### config.mk
export PLATFORM = sky130hd
export DESIGN_NAME = calc_host_loader
export DESIGN_NICKNAME = d
export VERILOG_FILES = /design/src/rtl/calc_host_loader.sv
export SDC_FILE = /design/constraint.sdc
export NUM_CORES = 1
export LEC_CHECK = 0
export CAP_MARGIN = 20
export CORE_ASPECT_RATIO = 0.6
export CORE_MARGIN = 2
export CORE_UTILIZATION = 36
export DETAILED_ROUTE_END_ITERATION = 10
export GPL_TIMING_DRIVEN = 0
export PLACE_DENSITY = 0.78
export SYNTH_ARGS = -nofsm -noshare
export SYNTH_HDL_FRONTEND = slang
export SYNTH_SLANG_ARGS = --single-unit
### constraint.sdc
create_clock -name clk -period 1.9 [get_ports clk]
set_input_delay 0.38 -clock clk [delete_from_list [all_inputs] [get_ports clk]]
set_output_delay 0.38 -clock clk [all_outputs]
set_load 0.1 [all_outputs]
### src/rtl/calc_host_loader.sv
// calc_host_loader
// Host-side initiator for the calculator mailbox in data memory.
// When a start is accepted it latches the operands, writes words 0..2 with
// one-cycle strobes, waits WAIT_CYCLES cycles while the CPU program computes,
// then strobes a read of word 3 and captures the result.
// Optional build macro CALC_RESULT_STABLE_EN: reads the result twice and
// retries (up to 3 times) until two consecutive reads agree. It also adds the
// `mismatch` output.
module calc_host_loader #(
    parameter int unsigned WAIT_CYCLES = 16,
    parameter int unsigned CNT_W       = 8
) (
    input  logic        clk,
    input  logic        reset,
    input  logic        start,
    input  logic [31:0] num_a,
    input  logic [31:0] num_b,
    input  logic [31:0] op_code,
    input  logic [31:0] result_output,
    output logic        mem_wd_NumberOne,
    output logic [31:0] numberOne,
    output logic        mem_wd_NumberTwo,
    output logic [31:0] numberTwo,
    output logic        mem_wd_Operation,
    output logic [31:0] operation,
    output logic        mem_rd_Result,
    output logic [31:0] result,
    output logic        busy,
    output logic        done
`ifdef CALC_RESULT_STABLE_EN
    ,
    output logic        mismatch
`endif
);

    typedef enum logic [2:0] {
        S_IDLE,
        S_WR_A,
        S_WR_B,
        S_WR_OP,
        S_WAIT,
`ifdef CALC_RESULT_STABLE_EN
        S_RD1,
        S_RD2,
`else
        S_RD,
`endif
        S_DONE
    } state_t;

    localparam logic [CNT_W-1:0] CNT_LOAD = CNT_W'(WAIT_CYCLES - 1);

    state_t            state_q, state_d;
    logic [CNT_W-1:0]  cnt_q, cnt_d;
    logic [31:0]       number_one_q, number_one_d;
    logic [31:0]       number_two_q, number_two_d;
    logic [31:0]       operation_q, operation_d;
    logic [31:0]       result_q, result_d;
    logic              wr_a_q, wr_a_d;
    logic              wr_b_q, wr_b_d;
    logic              wr_op_q, wr_op_d;
    logic              rd_q, rd_d;
    logic              busy_q, busy_d;
    logic              done_q, done_d;
`ifdef CALC_RESULT_STABLE_EN
    logic [31:0]       sample_q, sample_d;
    logic [1:0]        retry_q, retry_d;
    logic              mismatch_q, mismatch_d;
    logic              give_up;
`endif

    // State, counter, data and registered-output flops with synchronous reset.
    always_ff @(posedge clk) begin
        // NOTE: sequential state uses non-blocking assignments so every flop
        // samples the pre-edge values regardless of statement order.
        if (reset) begin
            state_q      <= S_IDLE;
            cnt_q        <= '0;
            number_one_q <= '0;
            number_two_q <= '0;
            operation_q  <= '0;
            result_q     <= '0;
            wr_a_q       <= 1'b0;
            wr_b_q       <= 1'b0;
            wr_op_q      <= 1'b0;
            rd_q         <= 1'b0;
            busy_q       <= 1'b0;
            done_q       <= 1'b0;
`ifdef CALC_RESULT_STABLE_EN
            sample_q     <= '0;
            retry_q      <= '0;
            mismatch_q   <= 1'b0;
`endif
        end else begin
            state_q      <= state_d;
            cnt_q        <= cnt_d;
            number_one_q <= number_one_d;
            number_two_q <= number_two_d;
            operation_q  <= operation_d;
            result_q     <= result_d;
            wr_a_q       <= wr_a_d;
            wr_b_q       <= wr_b_d;
            wr_op_q      <= wr_op_d;
            rd_q         <= rd_d;
            busy_q       <= busy_d;
            done_q       <= done_d;
`ifdef CALC_RESULT_STABLE_EN
            sample_q     <= sample_d;
            retry_q      <= retry_d;
            mismatch_q   <= mismatch_d;
`endif
        end
    end

    // Next-state logic plus operand latch, wait counter and result capture.
    always_comb begin
        // NOTE: every variable gets a hold default first so no path through
        // the case statement can infer a latch.
        state_d      = state_q;
        cnt_d        = cnt_q;
        number_one_d = number_one_q;
        number_two_d = number_two_q;
        operation_d  = operation_q;
        result_d     = result_q;
`ifdef CALC_RESULT_STABLE_EN
        sample_d     = sample_q;
        retry_d      = retry_q;
        give_up      = 1'b0;
`endif
        unique case (state_q)
            S_IDLE: begin
                if (start) begin
                    number_one_d = num_a;
                    number_two_d = num_b;
                    operation_d  = op_code;
`ifdef CALC_RESULT_STABLE_EN
                    retry_d      = '0;
`endif
                    state_d      = S_WR_A;
                end
            end
            S_WR_A:  state_d = S_WR_B;
            S_WR_B:  state_d = S_WR_OP;
            S_WR_OP: begin
                cnt_d   = CNT_LOAD;
                state_d = S_WAIT;
            end
            S_WAIT: begin
                if (cnt_q == '0) begin
`ifdef CALC_RESULT_STABLE_EN
                    state_d = S_RD1;
`else
                    state_d = S_RD;
`endif
                end else begin
                    cnt_d = cnt_q - CNT_W'(1);
                end
            end
`ifdef CALC_RESULT_STABLE_EN
            S_RD1: begin
                sample_d = result_output;
                state_d  = S_RD2;
            end
            S_RD2: begin
                if (result_output == sample_q) begin
                    result_d = sample_q;
                    state_d  = S_DONE;
                end else if (retry_q == 2'd3) begin
                    // Out of retries: keep the latest read and flag it.
                    result_d = result_output;
                    give_up  = 1'b1;
                    state_d  = S_DONE;
                end else begin
                    retry_d  = retry_q + 2'd1;
                    cnt_d    = CNT_LOAD;
                    state_d  = S_WAIT;
                end
            end
`else
            S_RD: begin
                result_d = result_output;
                state_d  = S_DONE;
            end
`endif
            S_DONE:  state_d = S_IDLE;
            default: state_d = S_IDLE;
        endcase
    end

    // Output decode from the next state, so strobes come straight off flops.
    always_comb begin
        wr_a_d  = (state_d == S_WR_A);
        wr_b_d  = (state_d == S_WR_B);
        wr_op_d = (state_d == S_WR_OP);
`ifdef CALC_RESULT_STABLE_EN
        rd_d       = (state_d == S_RD1) || (state_d == S_RD2);
        mismatch_d = give_up;
`else
        rd_d    = (state_d == S_RD);
`endif
        busy_d  = (state_d != S_IDLE);
        done_d  = (state_d == S_DONE);
    end

    assign mem_wd_NumberOne = wr_a_q;
    assign mem_wd_NumberTwo = wr_b_q;
    assign mem_wd_Operation = wr_op_q;
    assign mem_rd_Result    = rd_q;
    assign numberOne        = number_one_q;
    assign numberTwo        = number_two_q;
    assign operation        = operation_q;
    assign result           = result_q;
    assign busy             = busy_q;
    assign done             = done_q;
`ifdef CALC_RESULT_STABLE_EN
    assign mismatch         = mismatch_q;
`endif

endmodule

==> results_slide.txt, run 1 <==
Physical Implementation Snapshot

Logic synthesis
  • Post-synth seq share: 0.569
  • Flip-flops with a built-in enable: 0
  • Syn_nets: 773
  • Yosys stat chip area: 5100 sq um
  • # Cells Yosys: 641
  • Synth Flop Type: dfxtp_1
  • Synth Area per Inst: 7.95 sq um
  • Cell count after synthesis: 641
  • Synthesized area: 5100 sq um
  • Synth unique cells: 33
  • Synth warn: 0
  • Flops after synth: 145
  • Ys async rst share: 0

Worst setup path
  • Critical path depth: 7
  • R2r setup slk: 0.06 ns
  • Worst path required time: 2.16 ns
  • CP endpoint: cnt_q[2]
  • Max FO, Critical Path: 10
  • Crit Reg-Reg Endpoint: cnt_q[2]
  • Worst r2r path cells: 7
  • Crit end category: flop
  • R2R Path Start: cnt_q[0]
  • WP data arrival: 2.10 ns
  • Critical path startpoint: cnt_q[0]
  • Setup Crit Path Kind: flop to flop
  • Slowest stage delay, CP: 0.41 ns
  • Crit-path cells: inv_1, ha_4, or3b_4, o211a_1, buf_6, a211oi_2, a311oi_1
  • Cell family with most CP delay: AND-OR/OR-AND gates
  • Crit path buf inv count: 2
  • CP max stage cell: or3b_4
  • Crit path launch type: flop

Die
  • Num rows: 33
  • Die ar.: 15,200 sq um
  • Init Core Util: 0.371
  • Num ports: 265
  • Core area: 13,700 sq um
  • Die H: 96.2 um
  • Die W: 158 um

CTS
  • H-tree Lvls: 4
  • Max Root-Sink Buffers: 2
  • CTS Buf Count: 17
  • CTS sink count: 145
  • Root Buffer: clkbuf_16
  • TritonCTS clock tree: done
  • Late-Pin Clk Latency: 0.40 ns
  • CTS clk-pin slew, worst paths: 0.06 ns

STA
  • Slew HR: 0.562
  • Slew Limit Fails: 0
  • Worst Skew: 0.00689 ns
  • Final period util: 0.968
  • Setup violations, final: 0
  • Tmin final: 1.84 ns
  • Worst-margin pin slew: 0.656 ns
  • Hold Vio Cnt, Final: 0
  • Max Freq: 544 MHz

GRT
  • First-pass GRT wire length: 25,900 um
  • Largest net degree at the start of global routing: 17
  • Grt ovf: 0
  • Tot GR Track Use: 0.220
  • Vias in the first global route: 5,193
  • Initial antenna violation count: 0

Detailed routing
  • Via/cell ratio: 4.65
  • Initial DRT Pass Iterations: 7
  • Vias: 5,263
  • Final ANT Viol Nets: 0
  • # DRC: 0
  • DR iter-0 viols: 280
  • Final WL: 16,700 um

Job
  • Max-Cap Viols: 0
  • Tool Warnings: 26

Placement
  • Routability cong.: 0.857
  • Hpwl dp: 12,400 um
  • Port Buffers: 263
  • Area after DPL: 7970 sq um

Final layout
  • Final #Nets: 1,058
  • Layout cells sized above 1: 0.202
  • Commonest Layout Cell: nand2_1
  • Antenna diode count: 0
  • Fillcell total: 1,206
  • Top cells excl fill/tap: 260 x nand2_1, 145 x dfxtp_1, 134 x clkdlybuf4s15_2, 131 x a21oi_1, 129 x clkdlybuf4s50_1
  • P&R area growth vs syn: 73.1%
  • Post-route cell area: 8830 sq um

Run status
  • Status: completed

Worst hold path
  • Hold Path Class: flop to flop

Power
  • Power Total: 9.24 mW
  • Power per cell area: 1050 nW/um^2
  • Peak supply drop: 0.573 mV
  • Static leakage: 3.22 nW
-- run 1: cell families after synthesis --
family / Yosys count / synth area share
adders and majority gates: 1 / 0.00245
AOI/OAI and AO/OA: 143 / 0.147
and+or+nand+nor: 298 / 0.235
xor gates and xnor gates: 2 / 0.00344
buffers and inverters: 52 / 0.0425
DFF: 145 / 0.569
-- run 1: worst min-delay path by stage --
stage	slack (ns)	startpoint	to	depth (start not counted)
2_1_floorplan	0.47	cnt_q[5]	cnt_q[5]	2
3_3_place_gp	0.44	numberTwo[1]	numberTwo[1]	2
3_5_place_dp	0.45	numberOne[28]	numberOne[28]	2
4_1_cts	0.45	numberOne[4]	numberOne[4]	2
5_1_grt	0.47	numberOne[28]	numberOne[28]	2
6_report	0.45	numberOne[4]	numberOne[4]	2
-- run 1: power by group --
part | internal, mW | switching, mW | total, mW | leakage (nW)
registers | 3.22 | 0.0912 | 3.31 | 1.18
clock network | 2.25 | 1.33 | 3.58 | 0.305
logic | 0.636 | 1.71 | 2.35 | 1.73
total | 6.10 | 3.13 | 9.24 | 3.22
-- run 1: cell usage after synthesis (2+ instances only) --
cell type    n  area, sq um
nand3b_1     2         15.0
nor3_1       9         45.0
nand2_1    260          976
and3_1       2         12.5
xor2_1       2         17.5
clkbuf_1    36          135
buf_2       11         55.1
inv_1        4         15.0
or3_1        2         12.5
dfxtp_1    145         2900
o211ai_1     2         15.0
a211oi_1     4         30.0
a21oi_1    131          656
nor2_1      12         45.0
-- run 1: routing by layer --
layer  share of wire  GRT usage
met5               0          0
met4           0.010     0.0636
met3            0.11     0.0959
met1            0.44      0.275
met2            0.44      0.347
-- run 1: area by class of cell --
| type | instances | area [sq um] | area share |
|---|---|---|---|
| inverters | 4 | 15.0 | 0.00170 |
| repair buffers | 266 | 2820 | 0.320 |
| flip-flops and latches | 145 | 2900 | 0.329 |
| clock inverters | 12 | 181 | 0.0206 |
| multi-input cells | 444 | 2010 | 0.228 |
| plain buffers | 48 | 206 | 0.0234 |
| clock buffers | 20 | 447 | 0.0506 |
| well taps | 192 | 240 | 0.0272 |
-- run 1: sequential cells by signal, indices dropped and copies added (netlist names) --
register          count
operation            32
numberOne            32
result               32
cnt_q                 8
mem_wd_NumberTwo      1
mem_rd_Result         1
busy                  1
state_q               3
numberTwo            32
mem_wd_NumberOne      1
mem_wd_Operation      1
done                  1
-- run 1: metrics by stage --
step / hold WS (ns) / util / setup slack (ns) / std cells / TNS (ns)
floorplan: 0.468 / - / 0.0976 / 641 / 0
global placement: 0.441 / 0.580 / -0.811 / 1096 / -68.78
detailed placement: 0.446 / 0.580 / -0.796 / 1096 / -66.85
CTS: 0.454 / 0.640 / 0.0138 / 1131 / 0
global route: 0.469 / 0.642 / -0.00342 / 1131 / -0.00342
finish: 0.451 / 0.642 / 0.0602 / 1131 / 0
-- run 1: repair_timing --
item	in CTS	in global routing
setup buffers	3	0
gates cloned	0	0
hold endpoints to repair	0	0
setup endpoints to repair	232	92
hold buffers	0	0
pin swaps	1	0
gates resized	405	11
**Run 1: power grid**

Drawn at 3 px/um. Pins as bars on the die edge.
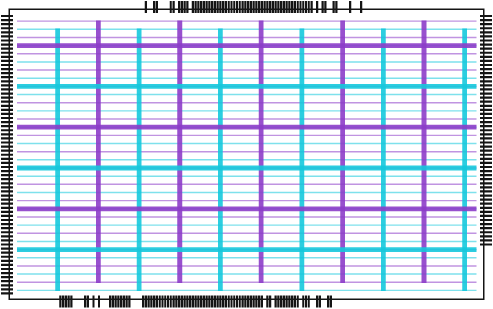
legend:
  VDD:
    colour: purple
  VSS:
    colour: cyan
rows: 33
signal pins: 265
met4 straps: 11
met5 straps: 6
met1 rails: 34

**Run 1: sequential cells coloured by netlist name**

Drawn at 4 px/um. Other sequential cells in the stronger grey, the rest of the logic in the fainter grey.
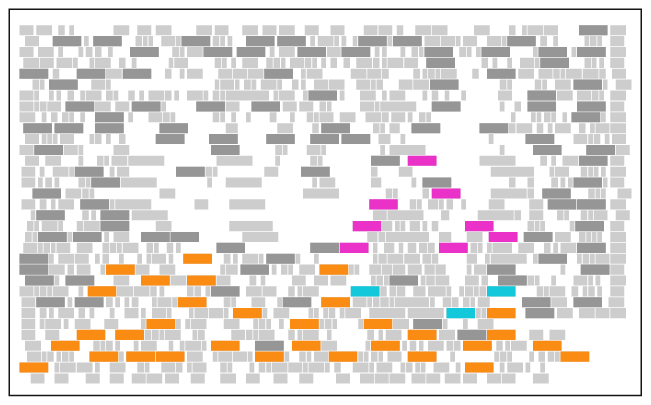
legend:
  state_q:
    colour: cyan
    placed_flops: 3
  cnt_q:
    colour: magenta
    placed_flops: 8
  result:
    colour: orange
    placed_flops: 32
    where: a horizontal strip, bottom
not coloured: 102
fin util: 0.642
flop share of the area: 0.329
register area: 2900 sq um

**Run 1: routing congestion**

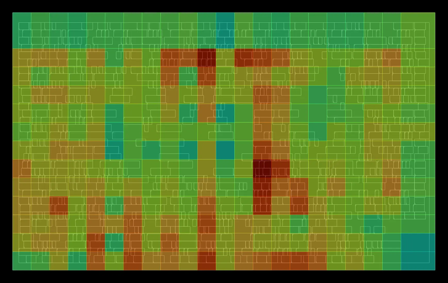
routed len/inst: 14.8 um
grt met1 use: 0.275

**Run 1: placement by cell class**

Drawn at 4 px/um. Fill, decap, tap and diode cells in grey.
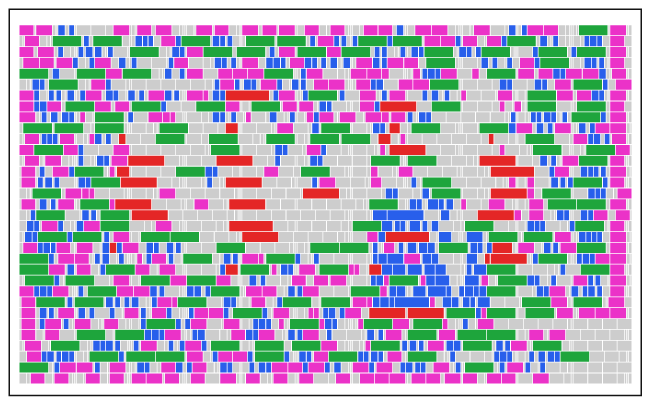
legend:
  clock drivers and dummy loads:
    colour: red
    cells: 32
    share_of_their_area: 7.3%
  combinational and other logic:
    colour: blue
    cells: 448
    share_of_their_area: 24%
  remaining buffers and delay cells:
    colour: magenta
    cells: 314
    share_of_their_area: 35%
  sequential cells:
    colour: green
    cells: 145
    share_of_their_area: 34%

==> run 1 -> run 2 <==
Settings changed: CAP_MARGIN 20 to 40.
**Run 2: routing congestion**

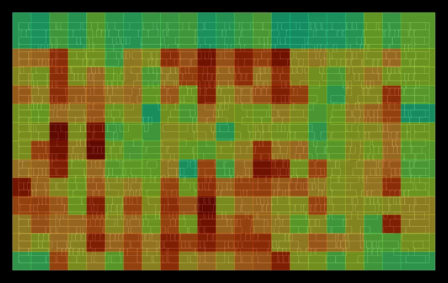
met3 Track Usage GR: 0.0792
GRT Max-Usage Layer: met2
met2 global-route usage: 0.553

**Run 2: power grid**

Drawn at 3 px/um. Pins as bars on the die edge.
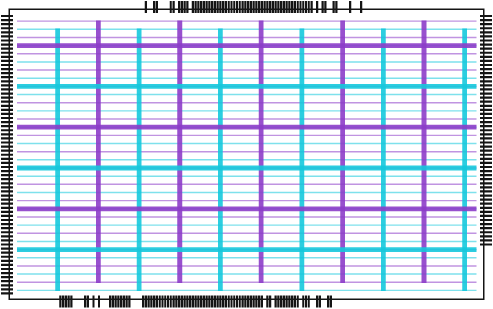
legend:
  VSS:
    colour: cyan
  VDD:
    colour: purple
signal pins: 265
met4 straps: 11
met1 rails: 34
rows: 33
met5 straps: 6
peak supply drop: 0.647 mV
core area: 13,700 sq um
Die H: 96.2 um

==> run 2 against run 1 <==
  * Worst setup slack worse by 0.030 ns
  * Cell area is 25% higher
  * Via count increased by 14%
  * Sequential cell count unchanged
  * Clock power shrank 12%
  * Sequential power grew 2%
  * Clock-buffer cell count unchanged
  * Non-clock buffer count grew 83
==> results_slide.txt, run 2 <==
Physical Implementation Snapshot

Run status
  • Status: completed

Power
  • Gate power share: 0.322 (+0.068)
  • Power Total: 9.63 mW (+4.2%)
  • Sequential Power Share: 0.349 (-0.009)
  • Switch share: 0.354 (+0.0147)
  • Internal power: 6.22 mW (+1.9%)
  • Static leakage: 4.44 nW (+38%)
  • Power per cell area: 873 nW/um^2 (-17%)
  • Sw power: 3.41 mW (+8.7%)
  • Clock share of power: 0.328 (-0.060)

Final layout
  • Multi-input gate area: 2010 sq um (unchanged)
  • Register area: 2900 sq um (unchanged)
  • P&R area growth vs syn: 116%
  • Top cells excl fill/tap: 260 x nand2_1, 178 x clkdlybuf4s50_1, 145 x dfxtp_1, 131 x a21oi_1, 64 x buf_16
  • Antenna diode count: 0 (unchanged)
  • Layout cells sized above 1: 0.196 (-0.00665)
  • Final #Nets: 1,141 (+7.8%)
  • Fillcell total: 771 (-36%)
  • Commonest Layout Cell: nand2_1
  • Fin util: 0.802 (+0.160)

Placement
  • Hpwl dp: 17,500 um (+41%)
  • Routability cong.: 0.857 (unchanged)
  • Port Buffers: 263 (unchanged)

Detailed routing
  • Final WL: 22,300 um (+33%)
  • Vias: 5,976 (+14%)
  • Final ANT Viol Nets: 0 (unchanged)
  • DR iter-0 viols: 264 (-5.7%)
  • Routed len/inst: 18.4 um (+24%)
  • Initial DRT Pass Iterations: 5 (-2)
  • # DRC: 0 (unchanged)
  • Via/cell ratio: 4.92 (+5.8%)

Logic synthesis
  • Syn_nets: 773 (unchanged)
  • Flip-flops with a built-in enable: 0 (unchanged)
  • Flops after synth: 145 (unchanged)
  • Synth Flop Type: dfxtp_1
  • Count leader, synth: nand2_1
  • Main area contributors: dfxtp_1 57%, nand2_1 19%, a21oi_1 13%
  • Synth unique cells: 33 (unchanged)
  • Yosys stat chip area: 5100 sq um (unchanged)
  • Synthesized area: 5100 sq um (unchanged)
  • Ys async rst share: 0 (unchanged)
  • Synth Area per Inst: 7.95 sq um (unchanged)
  • # Cells Yosys: 641 (unchanged)
  • Post-synth top cells: 260 x nand2_1, 145 x dfxtp_1, 131 x a21oi_1, 36 x clkbuf_1, 12 x nor2_1
  • Cell count after synthesis: 641 (unchanged)
  • Top-area cell share: 0.569 (unchanged)
  • Synth area leader: dfxtp_1
  • Post-synth seq share: 0.569 (unchanged)
  • Synth warn: 0 (unchanged)

Die
  • Num rows: 33 (unchanged)
  • Die ar.: 15,200 sq um (unchanged)
  • Die W: 158 um (unchanged)
  • Init Core Util: 0.371 (unchanged)
  • Num ports: 265 (unchanged)

CTS
  • CTS clk-pin slew, worst paths: 0.07 ns (about the same)
  • Root Buffer: clkbuf_16
  • Late-Pin Clk Latency: 0.41 ns (about the same)
  • TritonCTS clock tree: done
  • CTS Buf Count: 17 (unchanged)
  • H-tree Lvls: 4 (unchanged)
  • Hold buffers post-CTS: 0 (unchanged)
  • Max Root-Sink Buffers: 2 (unchanged)
  • CTS sink count: 145 (unchanged)

Worst setup path
  • Setup Crit Path Kind: flop to output pin
  • Max FO, Critical Path: 2 (-8)
  • Crit path launch type: flop
  • Worst path required time: 1.52 ns (-0.64 ns)
  • Crit end category: output pin
  • WP data arrival: 1.49 ns (-0.61 ns)

STA
  • Max Freq: 535 MHz (-1.6%)
  • Final period util: 0.984 (+0.0158)
  • Worst Skew: 0.0122 ns (+0.00530 ns)
  • Slew HR: 0.513 (-0.0499)
  • RSZ-0062 raised after global routing: true
  • Slew Limit Fails: 0 (unchanged)
  • Setup violations, final: 0 (unchanged)
  • Hold Vio Cnt, Final: 0 (unchanged)
  • Worst-margin pin slew: 0.731 ns (+0.0748 ns)
  • Tmin final: 1.87 ns (+0.0300 ns)

GRT
  • Grt ovf: 0 (unchanged)
  • Initial antenna violation count: 0 (unchanged)
  • Vias in the first global route: 6,537 (+26%)
  • Tot GR Track Use: 0.298 (+0.0776)
  • Largest net degree at the start of global routing: 17 (unchanged)
  • Grt met1 use: 0.340 (+0.0650)
  • First-pass GRT wire length: 34,200 um (+32%)

Job
  • Max-Cap Viols: 0 (unchanged)
  • Tool Warnings: 27 (+3.8%)

Worst hold path
  • Hold Path Class: primary input to flop
run 2: cell types whose count changed in the layout (fill, tap and decap cells not counted), sizes merged:
cell and delta:
clkinvlp +1, buf +129, bufinv -4, inv +3, dlymetal6s2s +4, clkbuf +4
clkdlybuf4s15 -134, clkdlybuf4s50 +49, dlygate4sd2 +31
run 2: what timing repair did:
action                     CTS  global route
buffers inserted             1             0
setup endpoints to repair  105           141
gates resized               43            57
pin swaps                    1             0
run 2: logic make-up after synthesis:
family / share of synthesized area
compound gates: 0.147
xor+xnor: 0.00344
fa+ha+maj: 0.00245
buf+inv: 0.0425
flops: 0.569
simple gates: 0.235
run 2: per-layer routing:
metal / vias up / routed length, um
met5: - / 0
met4: 0 / 493
met3: 37 / 1560
met2: 248 / 11400
met1: 2864 / 8850
li1: 2827 / -
run 2: worst max-delay path: stages (launching register included):
cell             delay (ns)
dfxtp_1                0.34
clkdlybuf4s50_1        0.55
buf_12                 0.19
run 2: metrics by stage:
step | instances | worst slack [ns] | setup TNS [ns] | instance area (sq um) | hold slack [ns]
6_report | 1214 | 0.0303 | 0 | 11000 | 0.327
5_1_grt | 1214 | -0.0103 | -0.0330 | 11000 | 0.329
4_1_cts | 1245 | 0.000813 | 0 | 11200 | 0.454
3_5_place_dp | 1231 | -0.493 | -38.87 | 10800 | 0.446
3_3_place_gp | 1096 | -0.811 | -68.78 | 7970 | 0.441
2_1_floorplan | 641 | 0.0976 | 0 | 5100 | 0.468
run 2: final cells by class:
cell class              count  area share
well taps                 192      0.0218
inverters                   4     0.00136
clock inverters            12     0.00897
multi-input cells         444       0.182
flip-flops and latches    145       0.263
repair buffers            349       0.460
plain buffers              48      0.0209
clock buffers              20      0.0414
run 2: final timing paths:
kind	startpoint	to	slack, ns	cells after the start
setup / recovery	numberTwo[14]	numberTwo[14]	0.03	2
hold / removal	start	mem_wd_NumberOne	0.33	3
setup reg to reg	state_q[0]	operation[14]	0.06	6
hold reg to reg	result[2]	result[2]	0.45	2
run 2: power groups by stage:
stage | Clock (mW) | Sequential, mW | Combinational [mW]
6_report | 3.16 | 3.36 | 3.10
5_1_grt | 3.34 | 3.38 | 3.22
4_1_cts | 3.19 | 3.33 | 3.17
3_5_place_dp | 0 | 3.38 | 3.18
3_3_place_gp | 0 | 3.36 | 2.37
2_1_floorplan | 0 | 4.57 | 0.429
==> run 2 -> run 3 <==
Settings changed: CORE_UTILIZATION 36 to 31, PLACE_DENSITY 0.78 to 0.69.
**Run 3: power grid**

Drawn at 3 px/um. Pins as bars on the die edge.
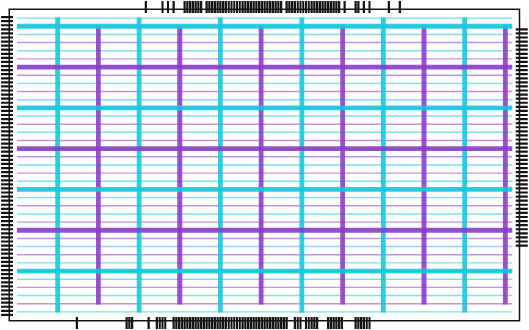
legend:
  VDD:
    colour: purple
  VSS:
    colour: cyan
rows: 36
met4 straps: 12
met1 rails: 37
core area: 16,200 sq um
Die H: 103 um

**Run 3: routing congestion**

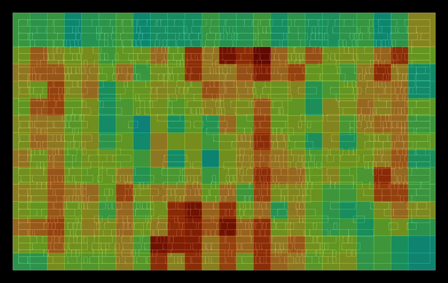
Tot GR Track Use: 0.226
routed len/inst: 16.6 um

==> run 3 against run 2 <==
  * Sequential share of layout area stayed put
  * Final cell count is 0.74% higher
  * Total power is 5.0% higher
  * Die size is 16% higher
  * Sequential cell count stayed put
  * Combinational power is 3% lower
  * Utilization is 12 points lower
  * Worst setup slack worse by 0.019 ns
  * Synthesized area stayed put
==> results_slide.txt, run 3 <==
Physical Implementation Snapshot

Placement
  • Routability cong.: 0.789 (-7.9%)
  • Placed Instances: 1,248 (+1.4%)
  • Area after DPL: 10,700 sq um (-0.50%)
  • Hpwl dp: 15,600 um (-11%)

Logic synthesis
  • Main area contributors: dfxtp_1 57%, nand2_1 19%, a21oi_1 13%
  • Synthesized area: 5100 sq um (unchanged)
  • Syn_nets: 773 (unchanged)
  • Flip-flops with a built-in enable: 0 (unchanged)
  • Synth warn: 0 (unchanged)
  • Post-synth top cells: 260 x nand2_1, 145 x dfxtp_1, 131 x a21oi_1, 36 x clkbuf_1, 12 x nor2_1
  • Cell count after synthesis: 641 (unchanged)
  • Top-area cell share: 0.569 (unchanged)
  • Count leader, synth: nand2_1
  • Synth Flop Type: dfxtp_1
  • Yosys stat chip area: 5100 sq um (unchanged)
  • # Cells Yosys: 641 (unchanged)
  • Post-synth seq share: 0.569 (unchanged)

STA
  • Worst Skew: 0.0117 ns (-0.000531 ns)
  • Slew HR: 0.486 (-0.0270)
  • Hold Slack: 0.454 ns (+0.127 ns)
  • Worst-margin pin slew: 0.772 ns (+0.0405 ns)
  • Final period util: 0.994 (+0.00988)
  • RSZ-0062 raised after global routing: true
  • Setup violations, final: 0 (unchanged)
  • Fin Setup TNS: 0 ns (unchanged)

CTS
  • CTS clk-pin slew, worst paths: 0.06 ns (about the same)
  • Late-Pin Clk Latency: 0.41 ns (about the same)
  • Max Root-Sink Buffers: 2 (unchanged)
  • H-tree Lvls: 4 (unchanged)
  • CTS sink count: 145 (unchanged)
  • CTS Buf Count: 17 (unchanged)
  • Root Buffer: clkbuf_16

GRT
  • Largest net degree at the start of global routing: 17 (unchanged)
  • First-pass GRT wire length: 30,800 um (-10%)
  • Grt ovf: 0 (unchanged)

Final layout
  • Post-route cell area: 11,000 sq um (unchanged)
  • Fillcell total: 1,144 (+48%)
  • Layout cells sized above 1: 0.189 (-0.00715)
  • P&R area growth vs syn: 116% (unchanged)
  • Final cell count without fillers: 1,223 (+0.74%)
  • Final #Nets: 1,132 (-0.79%)

Worst setup path
  • CP max stage cell: clkdlybuf4s50_1
  • Crit-path cells: clkdlybuf4s50_1, buf_12
  • Crit path launch type: flop
  • Setup Crit Path Kind: flop to output pin
  • WP data arrival: 1.51 ns (+0.02 ns)
  • Crit end category: output pin
  • Cell family with most CP delay: buffers and inverters
  • Worst path required time: 1.52 ns (about the same)
  • Slowest stage delay, CP: 0.56 ns (about the same)

Detailed routing
  • # DRC: 0 (unchanged)
  • Initial DRT Pass Iterations: 4 (-1)
  • Final ANT Viol Nets: 0 (unchanged)
  • DR iter-0 viols: 278 (+5.3%)

Job
  • Tool Warnings: 27 (unchanged)
  • Max-Cap Viols: 0 (unchanged)

Die
  • Init Core Util: 0.315 (-0.0555)
  • Num ports: 265 (unchanged)
  • Num rows: 36 (+9.1%)
  • Die ar.: 17,500 sq um (+16%)

Power
  • Static leakage: 4.45 nW (about the same)
  • Peak supply drop: 0.566 mV (-13%)

Run status
  • Status: completed

Worst hold path
  • Hold Path Class: flop to flop
==> run 3: cell counts after synthesis <==
No cell type changed its count.
==> run 3: final timing paths <==
path	start	end	cells after the start
max	operation[11]	operation[11]	2
min	numberOne[6]	numberOne[6]	2
max reg2reg	state_q[0]	operation[16]	6
min reg2reg	numberOne[6]	numberOne[6]	2
==> run 3: final cells by class <==
type,instances,area [sq um],area share
Tap cell,209,262,0.0237
Buffer,48,208,0.0188
Timing Repair Buffer,340,4980,0.452
Multi-Input combinational cell,444,2000,0.182
Inverter,4,15.0,0.00136
Antenna cell,1,2.50,0.000227
Sequential cell,145,2900,0.263
Clock buffer,20,447,0.0405
Clock inverter,12,206,0.0187
==> run 3: logic make-up (layout without fill, tap and decap cells) <==
logic type / count (synthesis) / after routing / share of synthesized area
AND-OR/OR-AND: 143 / 143 / 0.147
XOR/XNOR: 2 / 2 / 0.00344
adder cells (fa/ha/maj): 1 / 1 / 0.00245
buffers and inverters: 52 / 424 / 0.0425
flip-flops: 145 / 145 / 0.569
other: 0 / 1 / 0
AND/OR/NAND/NOR: 298 / 298 / 0.235
==> run 3: where the power goes <==
group / switching, mW / internal (mW) / total, mW
registers: 0.168 / 3.22 / 3.39
clock network: 1.33 / 2.38 / 3.71
logic: 1.80 / 1.21 / 3.01
total: 3.30 / 6.80 / 10.1
==> run 3: worst reg2reg max path, stage by stage, from the launching register on <==
cell and delay [ns]:
dfxtp_1 0.29, buf_2 0.17, nor4b_2 0.35, buf_4 0.23, buf_1 0.40, nand2_1 0.13
a21oi_1 0.17
==> run 3: timing repair <==
action                     CTS  global route
setup buffers                1             0
resized                     13            59
pin swaps                    1             0
setup endpoints to repair  108           136
==> run 3: stage by stage <==
step | setup slack [ns] | utilization | total power [mW]
detailed placement | -0.495 | 0.664 | 6.54
finish | 0.0115 | 0.682 | 10.1
CTS | 0.000343 | 0.685 | 10.2
global route | -0.0624 | 0.682 | 10.4
floorplan | 0.0976 | - | 4.99
global placement | -0.810 | 0.494 | 5.74
==> run 3: layer usage <==
metal / share of wire / routed length (um) / GRT usage / vias to the layer above
met4: 0.021 / 425 / 0.0763 / 0
met2: 0.49 / 10000 / 0.397 / 215
met1: 0.42 / 8470 / 0.267 / 2669
met5: 0 / 0 / 0 / -
li1: - / - / - / 2808
met3: 0.069 / 1410 / 0.0689 / 36
Power is estimated from default activity; no workload was simulated.
